<file path="src/rtl/pipeline_pkg.sv">
// rtl/pipeline_pkg.sv - shared pipeline types and constants
package pipeline_pkg;

    // Widths the shared IF/ID record is built with; stage parameters default to these.
    localparam int IF_ID_PC_W  = 9;
    localparam int IF_ID_INS_W = 32;

    // addi x0, x0, 0
    localparam logic [IF_ID_INS_W-1:0] NOP_INSTR = 32'h0000_0013;

    typedef enum logic {
        RUN    = 1'b0,
        HALTED = 1'b1
    } fetch_state_t;

    typedef struct packed {
        logic [IF_ID_PC_W-1:0]  pc;
        logic [IF_ID_PC_W-1:0]  pc4;
        logic [IF_ID_INS_W-1:0] instr;
        logic                   valid;
    } if_id_t;

    // Empty IF/ID slot: NOP with zeroed PCs so decode sees a harmless instruction.
    function automatic if_id_t if_id_bubble();
        if_id_t b;
        b.pc    = '0;
        b.pc4   = '0;
        b.instr = NOP_INSTR;
        b.valid = 1'b0;
        return b;
    endfunction

endpackage

</file>
<file path="src/rtl/fetch_stage_if_id_reg.sv">
// rtl/fetch_stage_if_id_reg.sv - IF/ID pipeline register with flush/hold/load
module if_id_reg
    import pipeline_pkg::*;
(
    input  logic   clk,
    input  logic   rst_n,
    input  logic   load,
    input  logic   flush,
    input  logic   hold,
    input  if_id_t d,
    output if_id_t q
);

    // Flush beats hold beats load; with none asserted the register keeps its value.
    always_ff @(posedge clk) begin
        if (!rst_n || flush) begin
            q <= if_id_bubble();
        end else if (hold) begin
            q <= q;
        end else if (load) begin
            q <= d;
        end
    end

endmodule

</file>
<file path="src/rtl/fetch_stage.sv">
// rtl/fetch_stage.sv - instruction fetch stage: PC, next-PC mux, halt FSM, IF/ID
module fetch_stage
    import pipeline_pkg::*;
#(
    parameter int              PC_W     = IF_ID_PC_W,
    parameter int              INS_W    = IF_ID_INS_W,
    parameter logic [PC_W-1:0] RESET_PC = '0
) (
    input  logic             clk,
    input  logic             rst_n,
    input  logic             stall,
    input  logic             pc_sel,
    input  logic [PC_W-1:0]  branch_target,
    input  logic             halt,
    output logic [PC_W-1:0]  imem_addr,
    input  logic [INS_W-1:0] imem_rdata,
    output logic [PC_W-1:0]  if_id_pc,
    output logic [PC_W-1:0]  if_id_pc4,
    output logic [INS_W-1:0] if_id_instr,
    output logic             if_id_valid,
    output logic             halted,
    output logic [31:0]      fetch_count
);

    fetch_state_t     state_q, state_d;
    logic [PC_W-1:0]  pc_q, pc_d;
    logic [PC_W-1:0]  pc_plus4;
    logic [PC_W-1:0]  target_aligned;
    logic [31:0]      count_q;
    logic             count_inc;
    logic             ifid_load, ifid_flush, ifid_hold;
    logic             halt_eff;
    if_id_t           ifid_d, ifid_q;

    assign pc_plus4       = pc_q + PC_W'(4);
    assign target_aligned = branch_target & ~PC_W'(3);

    // A redirect means the IF/ID instruction is on the wrong path, so its halt is void.
    assign halt_eff = halt & ifid_q.valid & ~pc_sel;

    assign ifid_d.pc    = pc_q;
    assign ifid_d.pc4   = pc_plus4;
    assign ifid_d.instr = imem_rdata;
    assign ifid_d.valid = 1'b1;

    // Next-state, next-PC and IF/ID control: redirect > halt > stall > fetch.
    always_comb begin
        state_d    = state_q;
        pc_d       = pc_q;
        ifid_load  = 1'b0;
        ifid_flush = 1'b0;
        ifid_hold  = 1'b0;
        count_inc  = 1'b0;
        case (state_q)
            RUN: begin
                if (pc_sel) begin
                    pc_d       = target_aligned;
                    ifid_flush = 1'b1;
                end else if (halt_eff) begin
                    state_d    = HALTED;
                    ifid_flush = 1'b1;
                end else if (stall) begin
                    ifid_hold  = 1'b1;
                end else begin
                    pc_d       = pc_plus4;
                    ifid_load  = 1'b1;
                    count_inc  = 1'b1;
                end
            end
            HALTED: begin
                ifid_hold = 1'b1;
            end
            default: begin
                state_d = RUN;
            end
        endcase
    end

    // State, PC and fetch counter registers.
    always_ff @(posedge clk) begin
        if (!rst_n) begin
            state_q <= RUN;
            pc_q    <= RESET_PC;
            count_q <= '0;
        end else begin
            state_q <= state_d;
            pc_q    <= pc_d;
            if (count_inc) begin
                count_q <= count_q + 32'd1;
            end
        end
    end

    if_id_reg u_if_id_reg (
        .clk   (clk),
        .rst_n (rst_n),
        .load  (ifid_load),
        .flush (ifid_flush),
        .hold  (ifid_hold),
        .d     (ifid_d),
        .q     (ifid_q)
    );

    assign imem_addr   = pc_q;
    assign if_id_pc    = ifid_q.pc;
    assign if_id_pc4   = ifid_q.pc4;
    assign if_id_instr = ifid_q.instr;
    assign if_id_valid = ifid_q.valid;
    assign halted      = (state_q == HALTED);
    assign fetch_count = count_q;

endmodule
</file>
<file path="config.mk">
export PLATFORM = sky130hd
export DESIGN_NAME = fetch_stage
export DESIGN_NICKNAME = d
export VERILOG_FILES = /design/src/rtl/pipeline_pkg.sv /design/src/rtl/fetch_stage_if_id_reg.sv /design/src/rtl/fetch_stage.sv
export SDC_FILE = /design/constraint.sdc
export NUM_CORES = 1
export LEC_CHECK = 0
export ABC_AREA = 1
export CORE_MARGIN = 10
export CORE_UTILIZATION = 45
export CTS_CLUSTER_SIZE = 10
export DETAILED_ROUTE_END_ITERATION = 12
export PLACE_DENSITY = 0.83
export SLEW_MARGIN = 40
export SYNTH_ARGS = -nofsm -noshare
export SYNTH_HDL_FRONTEND = slang
export SYNTH_SLANG_ARGS = --single-unit
</file>
<file path="constraint.sdc">
create_clock -name clk -period 1.75 [get_ports clk]
set_input_delay 0.175 -clock clk [delete_from_list [all_inputs] [get_ports clk]]
set_output_delay 0.175 -clock clk [all_outputs]
set_load 0.01 [all_outputs]
</file>
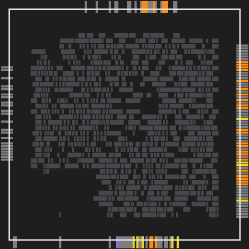
pinout.png
Scale: 2 px per um. Pins as bars across the die edge, other pins in gray.
[orange] imem_rdata | pins: 32 | direction: input | edge: 22 right, 7 top, 3 bottom
[purple] halted | pins: 1 | direction: output | edge: bottom
[yellow] imem_addr | pins: 9 | direction: output | edge: 5 bottom, 4 right
all pins by edge: 64 right, 30 bottom, 23 top, 22 left
port bufs: 130
die extent in x: 115 um

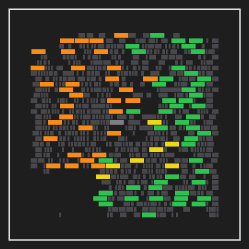
ff_map.png
Scale: 2 px per um.
[orange] fetch_count | flops: 32
[yellow] imem_addr | flops: 7
[green] u_if_id_reg.q | flops: 47
Final Util: 64.9%
Register Area: 1740 sq um

-- layer usage --
metal	GRT usage [%]	share of wire, %	wire [um]	vias up
met3	5.08	8.3	980	23
met5	0	0	0	-
met1	20.7	43	5110	1877
met4	7.27	2.2	255	0
met2	29.3	46	5470	138
li1	-	-	-	2064
-- cell families after synthesis --
| logic type | synth area share [%] |
|---|---|
| AND/OR/NAND/NOR | 33.3 |
| AND-OR/OR-AND | 11.5 |
| flip-flops | 43.2 |
| buffers and inverters | 9.77 |
| other | 0.0930 |
| adder cells (fa/ha/maj) | 0.620 |
| XOR/XNOR | 1.52 |
-- final cells by class --
cell class / instances / area [sq um] / area share, %
clock buffers: 10 / 128 / 2.25
clock inverters: 6 / 68.8 / 1.22
inverters: 58 / 218 / 3.85
multi-input cells: 400 / 1920 / 33.9
flip-flops and latches: 87 / 1740 / 30.8
well taps: 108 / 135 / 2.39
repair buffers: 146 / 1450 / 25.6
-- worst paths after layout --
kind | slack [ns] | start | cells after the start | to
worst max register to register | 0.17 | fetch_count[1] | 8 | fetch_count[24]
worst min register to register | 0.47 | u_if_id_reg.q[50] | 2 | u_if_id_reg.q[50]
worst max-delay path | 0.14 | fetch_count[24] | 1 | fetch_count[24]
worst min-delay path | 0.35 | imem_rdata[9] | 3 | u_if_id_reg.q[10]
-- sequential cells by signal (all words and copies together) (netlist names) --
signal and flops:
imem_addr 7, fetch_count 32, u_if_id_reg.q 47, halted 1
-- timing repair --
| action | in CTS | in global routing |
|---|---|---|
| gates resized | 0 | 4 |
| setup endpoints to repair | 0 | 3 |
| setup buffers | 0 | 0 |
-- cell usage after synthesis, types with 2 or more instances --
| library cell | instances |
|---|---|
| ha_1 | 2 |
| o211ai_1 | 2 |
| xor2_1 | 6 |
| dfxtp_1 | 87 |
| a21oi_1 | 59 |
| nand2_2 | 6 |
| o21a_1 | 2 |
| buf_2 | 9 |
| nand4_1 | 14 |
| clkbuf_1 | 3 |
| o21ai_0 | 24 |
| inv_2 | 2 |
| nor3b_1 | 3 |
| nand3_1 | 27 |
| nor2_1 | 70 |
| nand2_1 | 148 |
| a31oi_1 | 2 |
| nor2_2 | 4 |
| buf_6 | 2 |
| nor3_1 | 8 |
| buf_4 | 13 |
| nor2_4 | 8 |
| and3_1 | 2 |
| inv_1 | 56 |
-- where the power goes --
part | switching, mW | internal [mW] | leakage (nW) | total [mW]
clock | 0.751 | 0.671 | 0.0973 | 1.42
sequential | 0.0401 | 2.03 | 0.706 | 2.07
combinational | 0.248 | 0.255 | 1.38 | 0.503
-- per-stage QoR --
step                instance area (sq um)  std cells  setup WS (ns)
floorplan                            4050        572          0.306
global placement                     5460        799         0.0220
detailed placement                   5460        799        -0.0337
CTS                                  5650        815          0.128
global route                         5660        815       -0.00589
finish                               5660        815          0.135
==> impl_metrics.toml <==
# implementation run metrics
[run_status]
outcome = "finished clean"

[floorplan]
chipArea_sq_um = 13100
initial_core_util_pct = 46.2
core_sq_um = 8720
rows = 34
ios = 139

[final_timing]
finalSetupViolCount = 0
setup_tns_ns = 0
slew_violations = 0
fin_crit_ns = 1.61
max_freq_mhz = 619

[finish]
fill_cells = 733
lay_top_count = "nand2_1"
syn2layout_area_growth_pct = 40.4
final_cell_mix = "148 x nand2_1, 130 x clkdlybuf4s50_1, 85 x dfxtp_1"
antennaDiodeCount = 0
drive_gt1_share_pct = 8.49

[flow_run]
warnings = 28
drv_cap = 0

[worst_setup_path]
max_stage_delay_ns = 0.60
critPathKind = "register to primary output"
worst-endpoint-required_ns = 1.57
critPathArrivalTime_ns = 1.44
worstPathCellList = "clkdlybuf4s50_1"
cp_slowest_cell = "clkdlybuf4s50_1"
cp-end-kind = "primary output"

[routing]
wl_per_cell_um = 14.5
drtIter0Drc = 268
final_antenna_net_count = 0

[clocking]
cts_root_buffer = "clkbuf_8"
cts_sinks = 87
clkLatencyLatePin_ns = 0.37

[place]
dp_hpwl_um = 9060

[synth]
syn_area_sq_um = 4030
top_cells_by_area = "dfxtp_1 43%, nand2_1 14%, a21oi_1 7.3%"
ys_seq_share_pct = 43.2
synth-seq-cells = 87
yosys_most_used_dff = "dfxtp_1"
yosysWarnings = 0

[power]
pwr_density_cell_nw_per_um2 = 705
leakage_nw = 2.19
finalPower_mw = 3.99

[global_route]
overflow = 0
grt_usage_pct = 17.6

[min_path]
min_path_type = "primary input to register"
No activity file was given, so power comes from the tool's default toggle rates.
